[src/rtl/uart_pkg.sv]
// uart_pkg: shared UART types and helpers.
// Holds the transmit FSM state enum, the parity helper and the baud divisor function.
package uart_pkg;

    typedef enum logic [2:0] {
        IDLE,
        START,
        DATA,
        PARITY,
        STOP
    } tx_state_e;

    localparam int MAX_DATA_BITS = 8;

    // Even parity over a zero-extended word; the receiver and
    // loopback checker use the same function so all ends agree.
    function automatic logic calc_parity(
        input logic [MAX_DATA_BITS-1:0] data
    );
        return ^data;
    endfunction

    function automatic int baud_divisor(
        input int sysclk,
        input int baud
    );
        return sysclk / baud;
    endfunction

endpackage

[src/rtl/uart_baud_gen.sv]
// uart_baud_gen: bit-period timer, counts DIVISOR-1 down to 0.
// Ports: clk, rst (sync, active-high), restart (reload), tick (period end).
module uart_baud_gen #(
    parameter int DIVISOR = 16
) (
    input  logic clk,
    input  logic rst,
    input  logic restart,
    output logic tick
);

    localparam int CW = $clog2(DIVISOR + 1);
    localparam logic [CW-1:0] RELOAD = CW'(DIVISOR - 1);

    logic [CW-1:0] cnt;

    always_ff @(posedge clk) begin
        if (rst) begin
            cnt <= '0;
        end else if (restart || cnt == '0) begin
            cnt <= RELOAD;
        end else begin
            cnt <= cnt - CW'(1);
        end
    end

    // Suppressed while held in restart so an idle owner never
    // sees a spurious period end.
    assign tick = (cnt == '0) && !restart;

endmodule

[src/rtl/uart_tx.sv]
// uart_tx: UART transmitter, start + data MSB first + opt. even parity + stops.
// Ports: SysClk, Rst, Tx_Data, Transmit_Start, CTS in; Tx, Tx_Busy, Tx_Done out.
module uart_tx
    import uart_pkg::*;
#(
    parameter int SYSCLK_RATE = 100000000,
    parameter int BAUD_RATE   = 9600,
    parameter int DATA_BITS   = 8,
    parameter int PARITY_BIT  = 1,
    parameter int STOP_BITS   = 2
) (
    input  logic                 SysClk,
    input  logic                 Rst,
    input  logic [DATA_BITS-1:0] Tx_Data,
    input  logic                 Transmit_Start,
    input  logic                 CTS,
    output logic                 Tx,
    output logic                 Tx_Busy,
    output logic                 Tx_Done
);

    localparam int DIVISOR = baud_divisor(SYSCLK_RATE, BAUD_RATE);
    localparam int TX_BITS = 1 + DATA_BITS + PARITY_BIT + STOP_BITS;
    localparam int BW      = $clog2(TX_BITS + 1);

    // Bit indices: 0 start, 1..DATA_BITS data, then parity, then stops.
    localparam logic [BW-1:0] LAST_DATA = BW'(DATA_BITS);
    localparam logic [BW-1:0] LAST_BIT  = BW'(TX_BITS - 1);

    if (DIVISOR < 1) begin : g_div_chk
        $error("uart_tx: SYSCLK_RATE/BAUD_RATE must be >= 1");
    end
    if (DATA_BITS < 1 || DATA_BITS > MAX_DATA_BITS) begin : g_data_chk
        $error("uart_tx: DATA_BITS must be 1..8");
    end
    if (STOP_BITS < 1 || STOP_BITS > 2) begin : g_stop_chk
        $error("uart_tx: STOP_BITS must be 1..2");
    end

    tx_state_e state;
    tx_state_e state_next;

    logic [DATA_BITS-1:0]     shreg;
    logic                     parity;
    logic [BW-1:0]            bit_cnt;
    logic [MAX_DATA_BITS-1:0] data_ext;
    logic                     tick;
    logic                     restart;
    logic                     accept;
    logic                     tx_bit;

    uart_baud_gen #(
        .DIVISOR(DIVISOR)
    ) u_baud (
        .clk    (SysClk),
        .rst    (Rst),
        .restart(restart),
        .tick   (tick)
    );

    always_comb begin
        data_ext = '0;
        data_ext[DATA_BITS-1:0] = Tx_Data;
    end

    assign accept = (state == IDLE) && Transmit_Start && CTS;

    always_ff @(posedge SysClk) begin
        if (Rst) begin
            state <= IDLE;
        end else begin
            state <= state_next;
        end
    end

    // Timer is held loaded while idle, so the first period of the
    // start bit is a full DIVISOR cycles from acceptance.
    always_comb begin
        state_next = state;
        restart    = 1'b0;
        unique case (state)
            IDLE: begin
                restart = 1'b1;
                if (accept) begin
                    state_next = START;
                end
            end
            START: begin
                if (tick) begin
                    state_next = DATA;
                end
            end
            DATA: begin
                if (tick && bit_cnt == LAST_DATA) begin
                    state_next = (PARITY_BIT == 1) ? PARITY : STOP;
                end
            end
            PARITY: begin
                if (tick) begin
                    state_next = STOP;
                end
            end
            STOP: begin
                if (tick && bit_cnt == LAST_BIT) begin
                    state_next = IDLE;
                end
            end
            default: state_next = IDLE;
        endcase
    end

    always_comb begin
        tx_bit = 1'b1;
        unique case (state)
            START:   tx_bit = 1'b0;
            DATA:    tx_bit = shreg[DATA_BITS-1];
            PARITY:  tx_bit = parity;
            default: tx_bit = 1'b1;
        endcase
    end

    always_ff @(posedge SysClk) begin
        if (Rst) begin
            shreg   <= '0;
            parity  <= 1'b0;
            bit_cnt <= '0;
        end else if (state == IDLE) begin
            bit_cnt <= '0;
            if (accept) begin
                shreg  <= Tx_Data;
                parity <= calc_parity(data_ext);
            end
        end else if (tick) begin
            bit_cnt <= bit_cnt + BW'(1);
            if (state == DATA) begin
                shreg <= shreg << 1;
            end
        end
    end

    // Outputs trail the state by one register stage; Tx_Done fires
    // on the first cycle Tx_Busy falls after a frame.
    always_ff @(posedge SysClk) begin
        if (Rst) begin
            Tx      <= 1'b1;
            Tx_Busy <= 1'b0;
            Tx_Done <= 1'b0;
        end else begin
            Tx      <= tx_bit;
            Tx_Busy <= (state != IDLE);
            Tx_Done <= (state == IDLE) && Tx_Busy;
        end
    end

endmodule

[config.mk]
export PLATFORM = sky130hd
export DESIGN_NAME = uart_tx
export DESIGN_NICKNAME = d
export VERILOG_FILES = /design/src/rtl/uart_pkg.sv /design/src/rtl/uart_baud_gen.sv /design/src/rtl/uart_tx.sv
export SDC_FILE = /design/constraint.sdc
export NUM_CORES = 1
export LEC_CHECK = 0
export ABC_CLOCK_PERIOD_IN_PS = 5000
export CORE_MARGIN = 10
export CORE_UTILIZATION = 31
export CTS_BUF_LIST = sky130_fd_sc_hd__clkbuf_16
export CTS_CLUSTER_DIAMETER = 80
export DETAILED_ROUTE_END_ITERATION = 10
export GPL_TIMING_DRIVEN = 0
export PLACE_DENSITY = 0.46
export SLEW_MARGIN = 15
export SYNTH_ARGS = -nofsm -noshare
export SYNTH_HDL_FRONTEND = slang
export SYNTH_SLANG_ARGS = --single-unit
export TNS_END_PERCENT = 50
[constraint.sdc]
create_clock -name SysClk -period 5 [get_ports SysClk]
set_input_delay 0.5 -clock SysClk [delete_from_list [all_inputs] [get_ports SysClk]]
set_output_delay 0.5 -clock SysClk [all_outputs]
set_load 0.005 [all_outputs]
==> run_1/registers.png <==
Other sequential cells in the stronger grey, the rest of the logic in the fainter grey.
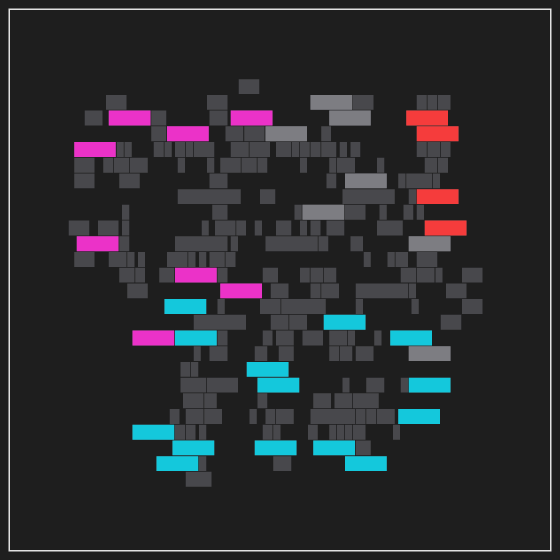
colour	signal	flops
magenta	shreg	8
red	bit_cnt	4
cyan	u_baud.cnt	14
not coloured	7
P_seq: 285 uW
area occupied by registers: 661 um2
Post-Route Utilization: 39.9%
fraction of area in registers: 32.0%

==> run_1/port_nets.png <==
Scale bar: 20 um.
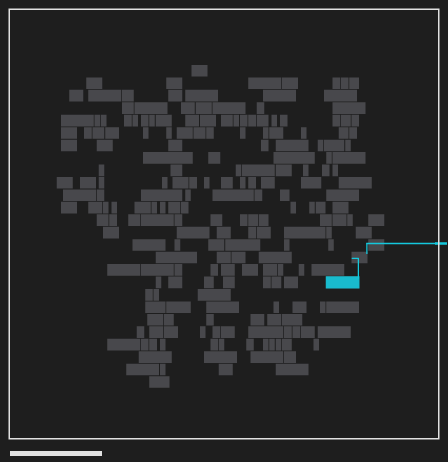
colour	port	direction	edge	end cells	buffers	wire
cyan	Tx_Done	output	east	1	1	23.2 um
IO Count: 15
port bufs: 14

==> run_1/clock_map.png <==
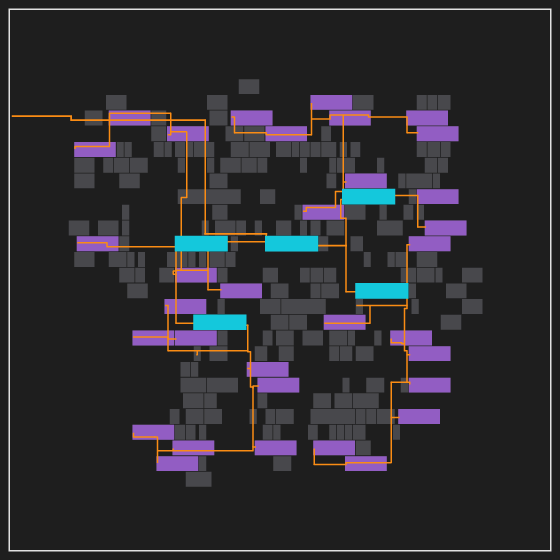
[cyan] cells driving clock nets | count: 5
[orange] clock wires | length: 475 um
[purple] flip-flops | count: 33
routed clock nets	6
Setup Skew: 3.17 ps
clock-net power: 336 uW
Late-Pin Clk Latency: 270 ps
clock network fraction of total power: 47.9%

==> results.sh, run 1 <==
# flow metrics
export IMPL_largest_register_ffs=14
export IMPL_n_clock_buffer=5
export IMPL_tns_ps=0
export IMPL_instances_no_fill=281
export IMPL_gr_usage_met3_pct=2.96
export IMPL_powerDensity_mw_per_mm2=340
export IMPL_cp_start_kind="register"
export IMPL_insertedDiodeCount=0
export IMPL_max_slew_margin_pct=39.0
export IMPL_setup_violations_final=0
export IMPL_wl_met2_mm=1.82
export IMPL_routed_via_density=4.85
export IMPL_p_int_uw=545
export IMPL_fp_nets=205
export IMPL_cts_resized=0
export IMPL_design_seq_count=33
export IMPL_yosysMostFrequentCell="dfxtp_1"
export IMPL_cp_max_fo=7
export IMPL_cp_depth=6
export IMPL_grt_total_usage_pct=9.73
export IMPL_cts_root_buf="clkbuf_16"
export IMPL_path_delay_family="simple AND/OR/NAND/NOR gates"
export IMPL_routed_top_layer="met3"
export IMPL_swShare_pct=22.3
export IMPL_simple_gate_share_pct=26.1
export IMPL_drcViolationCount=0
export IMPL_endpoint="shreg[6]"
export IMPL_lay_top_count="dfxtp_1"
export IMPL_top_area_cell="dfxtp_1"
export IMPL_power_frac_seq_pct=40.7
export IMPL_nMultiInputCombCells=139
export IMPL_first_pass_iters=7
export IMPL_grt_antenna_before_repair=0
export IMPL_ff_type="dfxtp_1"
export IMPL_synth_chip_area_mm2=0.00168
export IMPL_mux_share_pct=4.78
export IMPL_hpwl_mm=2.88
export IMPL_n_all_buffers=24
export IMPL_cts_htree_levels=2
export IMPL_cts_tree="built"
export IMPL_chipArea_mm2=0.00875
export IMPL_coreArea_mm2=0.00517
export IMPL_wl_mm=3.90
export IMPL_final_setup_worst_slack_ps=3160
export IMPL_edf_count=0
export IMPL_initCoreUtil_pct=32.4
export IMPL_fill_cells=515
export IMPL_p_total_uw=702
export IMPL_power_leakage_nw=0.739
export IMPL_place_gp_congestion=0.736
export IMPL_maxSlewViolCount=0
export IMPL_die_x_um=93.5
export IMPL_cts_made_buffers=5
export IMPL_cts_setup_buffers=0
export IMPL_netlist_area_mm2=0.00168
export IMPL_grt_max_degree=11
export IMPL_clkCellAreaFrac_pct=7.87
export IMPL_ys_sh_aoi_pct=12.4
export IMPL_fp_dieH_um=93.5
export IMPL_lay_top_cells="dfxtp_1, nor2_1, a21oi_1, xnor2_1, clkdlybuf4s50_1"
export IMPL_top_regs="u_baud.cnt (14), shreg (8), bit_cnt (4)"
export IMPL_worstHoldEndpoint="u_baud.cnt[0]"
export IMPL_grt_ovfl_total=0
export IMPL_tap_cell_count=70
export IMPL_worst_pin_slew_ps=906
export IMPL_clk_path_buf_depth=2
export IMPL_power_frac_comb_pct=11.4
export IMPL_warning_count=28
export IMPL_max_freq_mhz=543
export IMPL_power_leader="clock"
export IMPL_fin_area_mm2=0.00207
export IMPL_end_kind="register"
export IMPL_adder_share_pct=2.99
export IMPL_ys_seq_share_pct=39.4
export IMPL_rsz0062_at_grt="false"
export IMPL_drtIter0Drc=16
export IMPL_hp_start="u_baud.cnt[0]"
export IMPL_met1_usage_pct=11.7
export IMPL_cpPeakStageDelay_ps=430
export IMPL_crit_required_ps=5140
export IMPL_combGateArea_um2=942
export IMPL_dpl_worst_slack_ps=2920
export IMPL_path_buffers=1
export IMPL_r2r_setup_slack_ps=3160
export IMPL_placed_area_mm2=0.00190
export IMPL_xor_area_share_pct=9.93
export IMPL_cp_startpoint="u_baud.cnt[0]"
export IMPL_synth_cell_types=42
export IMPL_reg2reg_from="u_baud.cnt[0]"
export IMPL_min_path_type="register to register"
export IMPL_synth_warnings=0
export IMPL_largest_cell_class="multi-input combinational cells"
export IMPL_buf_share_pct=9.02
export IMPL_wl_met3_um=193
export IMPL_critical_path_class="register to register"
export IMPL_comb_share_pct=45.6
export IMPL_p_comb_uw=80.2
export IMPL_synthTopCellsByCount="dfxtp_1, nor2_1, a21oi_1, xnor2_1, nand2_1"
export IMPL_use_met2_pct=16.2
export IMPL_inverters_excl_clock=7
export IMPL_switchingPower_uw=157
export IMPL_path_cells="inv_1 > ha_1 > nor4b_2 > a41oi_1 > nor2_1 > nor3_1"
export IMPL_dp_cells=273
export IMPL_synthArstFlopShare_pct=0
export IMPL_hold_depth=1
export IMPL_rr_worst_depth=6
export IMPL_arrival_ps=1980
export IMPL_min_period_ps=1840
export IMPL_syn_inst=189
export IMPL_grt_pass1_wl_mm=7.05
export IMPL_vias=1362
export IMPL_ys_ff=33
export IMPL_netlist_top_cells_area="dfxtp_1, xnor2_1, mux2i_1, nor2_1, a21oi_1"
export IMPL_r2r_end="shreg[6]"
export IMPL_period_used_pct=36.8
export IMPL_area_growth_pct=23.3
export IMPL_clk_pin_slew_ps=50
export IMPL_grt_pass1_vias=1516
export IMPL_whs_ps=485
export IMPL_maxCapViolations=0
export IMPL_top_register="u_baud.cnt"
export IMPL_avgSynthCellArea_um2=8.86
export IMPL_std_cell_rows=26
export IMPL_layout_nets=226
export IMPL_ys_cells=189
export IMPL_status="complete, no violations"
export IMPL_detail_route_antenna_nets=0
export IMPL_wl_met1_mm=1.89
==> run_1/met1.png <==
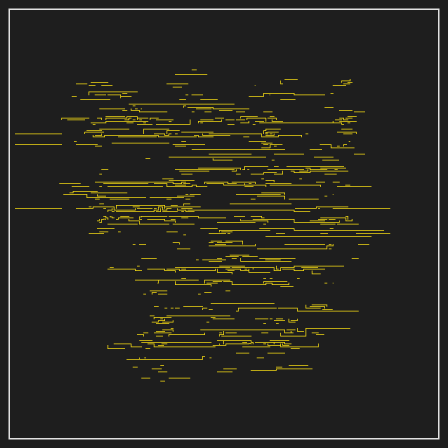

==> run 2, diff against run 1 <==
ABC_CLOCK_PERIOD_IN_PS = 1800   (was 5000)
clock period = 1.8 ns   (was 5 ns; I/O delays follow)
==> run_2/met1.png <==
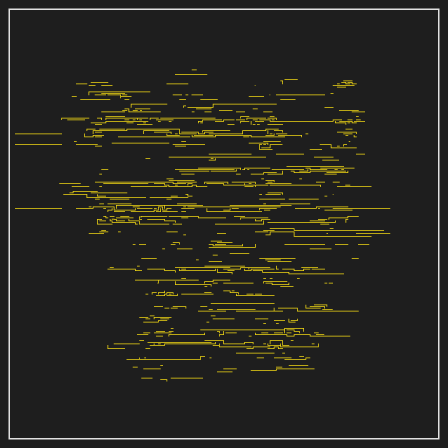
share of all routed wire	47%
main direction	horizontal
longest straight run	21.2 um
detailed-route via count: 1394
drt total wl: 4.03 mm

==> run_2/registers.png <==
Other sequential cells in the stronger grey, the rest of the logic in the fainter grey.
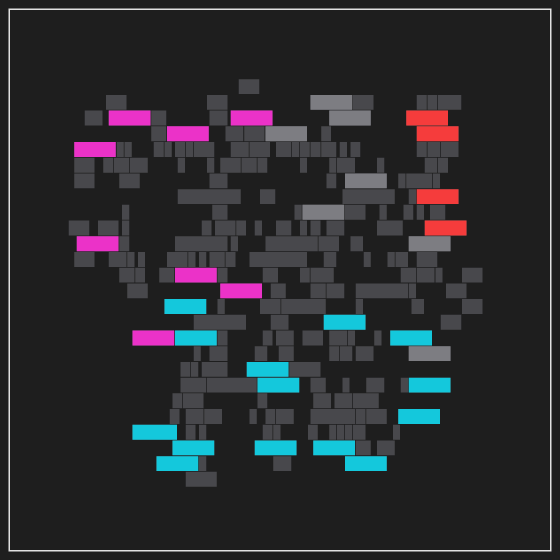
colour	signal	flops
cyan	u_baud.cnt	14
magenta	shreg	8
red	bit_cnt	4
not coloured	7
Post-Route Utilization: 41.8%
area occupied by registers: 662 um2
P_seq: 798 uW
fraction of area in registers: 30.6%

==> results.sh, run 2 <==
# flow metrics
export IMPL_synth_cell_types=42
export IMPL_netlist_area_mm2=0.00168
export IMPL_ys_ff=33
export IMPL_cp_start_kind="register"
export IMPL_top_regs="u_baud.cnt (14), shreg (8), bit_cnt (4)"
export IMPL_placed_area_mm2=0.00190
export IMPL_buf_share_pct=9.84
export IMPL_p_clk_share_pct=47.5
export IMPL_path_delay_family="simple AND/OR/NAND/NOR gates"
export IMPL_combGateArea_mm2=0.00101
export IMPL_layout_nets=229
export IMPL_die_x_um=93.5
export IMPL_path_buffers=2
export IMPL_xor_area_share_pct=9.93
export IMPL_place_gp_congestion=0.736
export IMPL_clk_path_buf_depth=2
export IMPL_tns_ps=0
export IMPL_power_frac_seq_pct=40.5
export IMPL_synth_warnings=0
export IMPL_synthArstFlopShare_pct=0
export IMPL_clkCellAreaFrac_pct=7.52
export IMPL_rr_worst_depth=7
export IMPL_finalClockSkew_ps=4.24
export IMPL_insertedDiodeCount=0
export IMPL_cts_htree_levels=2
export IMPL_wl_met1_mm=1.90
export IMPL_area_growth_pct=29.1
export IMPL_adder_share_pct=2.99
export IMPL_ys_sh_aoi_pct=12.4
export IMPL_routed_top_layer="met4"
export IMPL_power_leader="clock"
export IMPL_max_freq_mhz=582
export IMPL_worst_pin_slew_ps=542
export IMPL_cp_depth=7
export IMPL_synth_chip_area_mm2=0.00168
export IMPL_grt_pass1_wl_mm=7.09
export IMPL_top_area_cell="dfxtp_1"
export IMPL_syn_inst=189
export IMPL_largest_cell_class="multi-input combinational cells"
export IMPL_final_setup_worst_slack_ps=80.4
export IMPL_power_frac_comb_pct=12.0
export IMPL_grt_ovfl_total=0
export IMPL_wl_met3_um=195
export IMPL_hpwl_mm=2.88
export IMPL_setup_violations_final=0
export IMPL_std_cell_rows=26
export IMPL_netlist_top_cells_area="dfxtp_1, xnor2_1, mux2i_1, nor2_1, a21oi_1"
export IMPL_worstHoldEndpoint="u_baud.cnt[0]"
export IMPL_boundaryPins=15
export IMPL_use_met2_pct=16.2
export IMPL_hold_depth=1
export IMPL_drtIter0Drc=52
export IMPL_cp_max_fo=5
export IMPL_io_buffers=14
export IMPL_lay_top_cells="dfxtp_1, nor2_1, xnor2_1, clkdlybuf4s50_1, a21oi_1"
export IMPL_p_total_mw=1.97
export IMPL_met1_usage_pct=11.8
export IMPL_fp_nets=205
export IMPL_critical_path_class="register to register"
export IMPL_drcViolationCount=0
export IMPL_mux_share_pct=4.78
export IMPL_largest_register_ffs=14
export IMPL_coreArea_mm2=0.00517
export IMPL_end_kind="register"
export IMPL_top_register="u_baud.cnt"
export IMPL_comb_share_pct=46.8
export IMPL_endpoint="u_baud.cnt[8]"
export IMPL_cts_made_buffers=5
export IMPL_whs_ps=484
export IMPL_synthTopCellsByCount="dfxtp_1, nor2_1, a21oi_1, xnor2_1, nand2_1"
export IMPL_max_slew_margin_pct=63.8
export IMPL_power_leakage_nw=0.767
export IMPL_first_pass_iters=5
export IMPL_status="complete, no violations"
export IMPL_cts_tree="built"
export IMPL_edf_count=0
export IMPL_warning_count=29
export IMPL_powerDensity_mw_per_mm2=912
export IMPL_wl_met2_mm=1.91
export IMPL_yosysMostFrequentCell="dfxtp_1"
export IMPL_period_used_pct=95.5
export IMPL_r2r_setup_slack_ps=80
export IMPL_initCoreUtil_pct=32.4
export IMPL_p_comb_uw=237
export IMPL_maxCapViolations=0
export IMPL_nMultiInputCombCells=139
export IMPL_grt_antenna_before_repair=0
export IMPL_p_clk_uw=936
export IMPL_rsz0062_at_grt="true"
export IMPL_p_int_mw=1.52
export IMPL_inverters_excl_clock=7
export IMPL_simple_gate_share_pct=26.1
export IMPL_grt_max_degree=11
export IMPL_min_path_type="register to register"
export IMPL_crit_required_ps=1960
export IMPL_ff_type="dfxtp_1"
export IMPL_n_clock_buffer=5
export IMPL_min_period_ps=1720
export IMPL_fin_area_mm2=0.00216
export IMPL_tap_cell_count=70
export IMPL_grt_total_usage_pct=9.78
export IMPL_path_cells="inv_2 > ha_1 > or3b_2 > clkbuf_1 > nor3_1 > xnor2_1 > nor2_1"
export IMPL_switchingPower_uw=449
export IMPL_gr_usage_met3_pct=2.96
export IMPL_swShare_pct=22.8
export IMPL_cts_setup_buffers=0
export IMPL_design_seq_count=33
export IMPL_reg2reg_from="u_baud.cnt[0]"
export IMPL_cp_startpoint="u_baud.cnt[0]"
export IMPL_instances_no_fill=284
export IMPL_chipArea_mm2=0.00875
export IMPL_routed_via_density=4.91
export IMPL_hp_start="u_baud.cnt[0]"
export IMPL_cts_resized=2
export IMPL_ys_seq_share_pct=39.4
export IMPL_clk_latency_ps=270
export IMPL_cts_root_buf="clkbuf_16"
export IMPL_dpl_worst_slack_ps=-67.8
export IMPL_grt_pass1_vias=1519
export IMPL_ys_cells=189
export IMPL_lay_top_count="dfxtp_1"
export IMPL_clk_pin_slew_ps=50
export IMPL_r2r_end="u_baud.cnt[8]"
export IMPL_avgSynthCellArea_um2=8.86
export IMPL_dp_cells=273
export IMPL_n_all_buffers=27
export IMPL_maxSlewViolCount=0
export IMPL_cpPeakStageDelay_ps=440
export IMPL_fp_dieH_um=93.5
Power figures rest on the tool's default switching activity, not on a simulated workload.
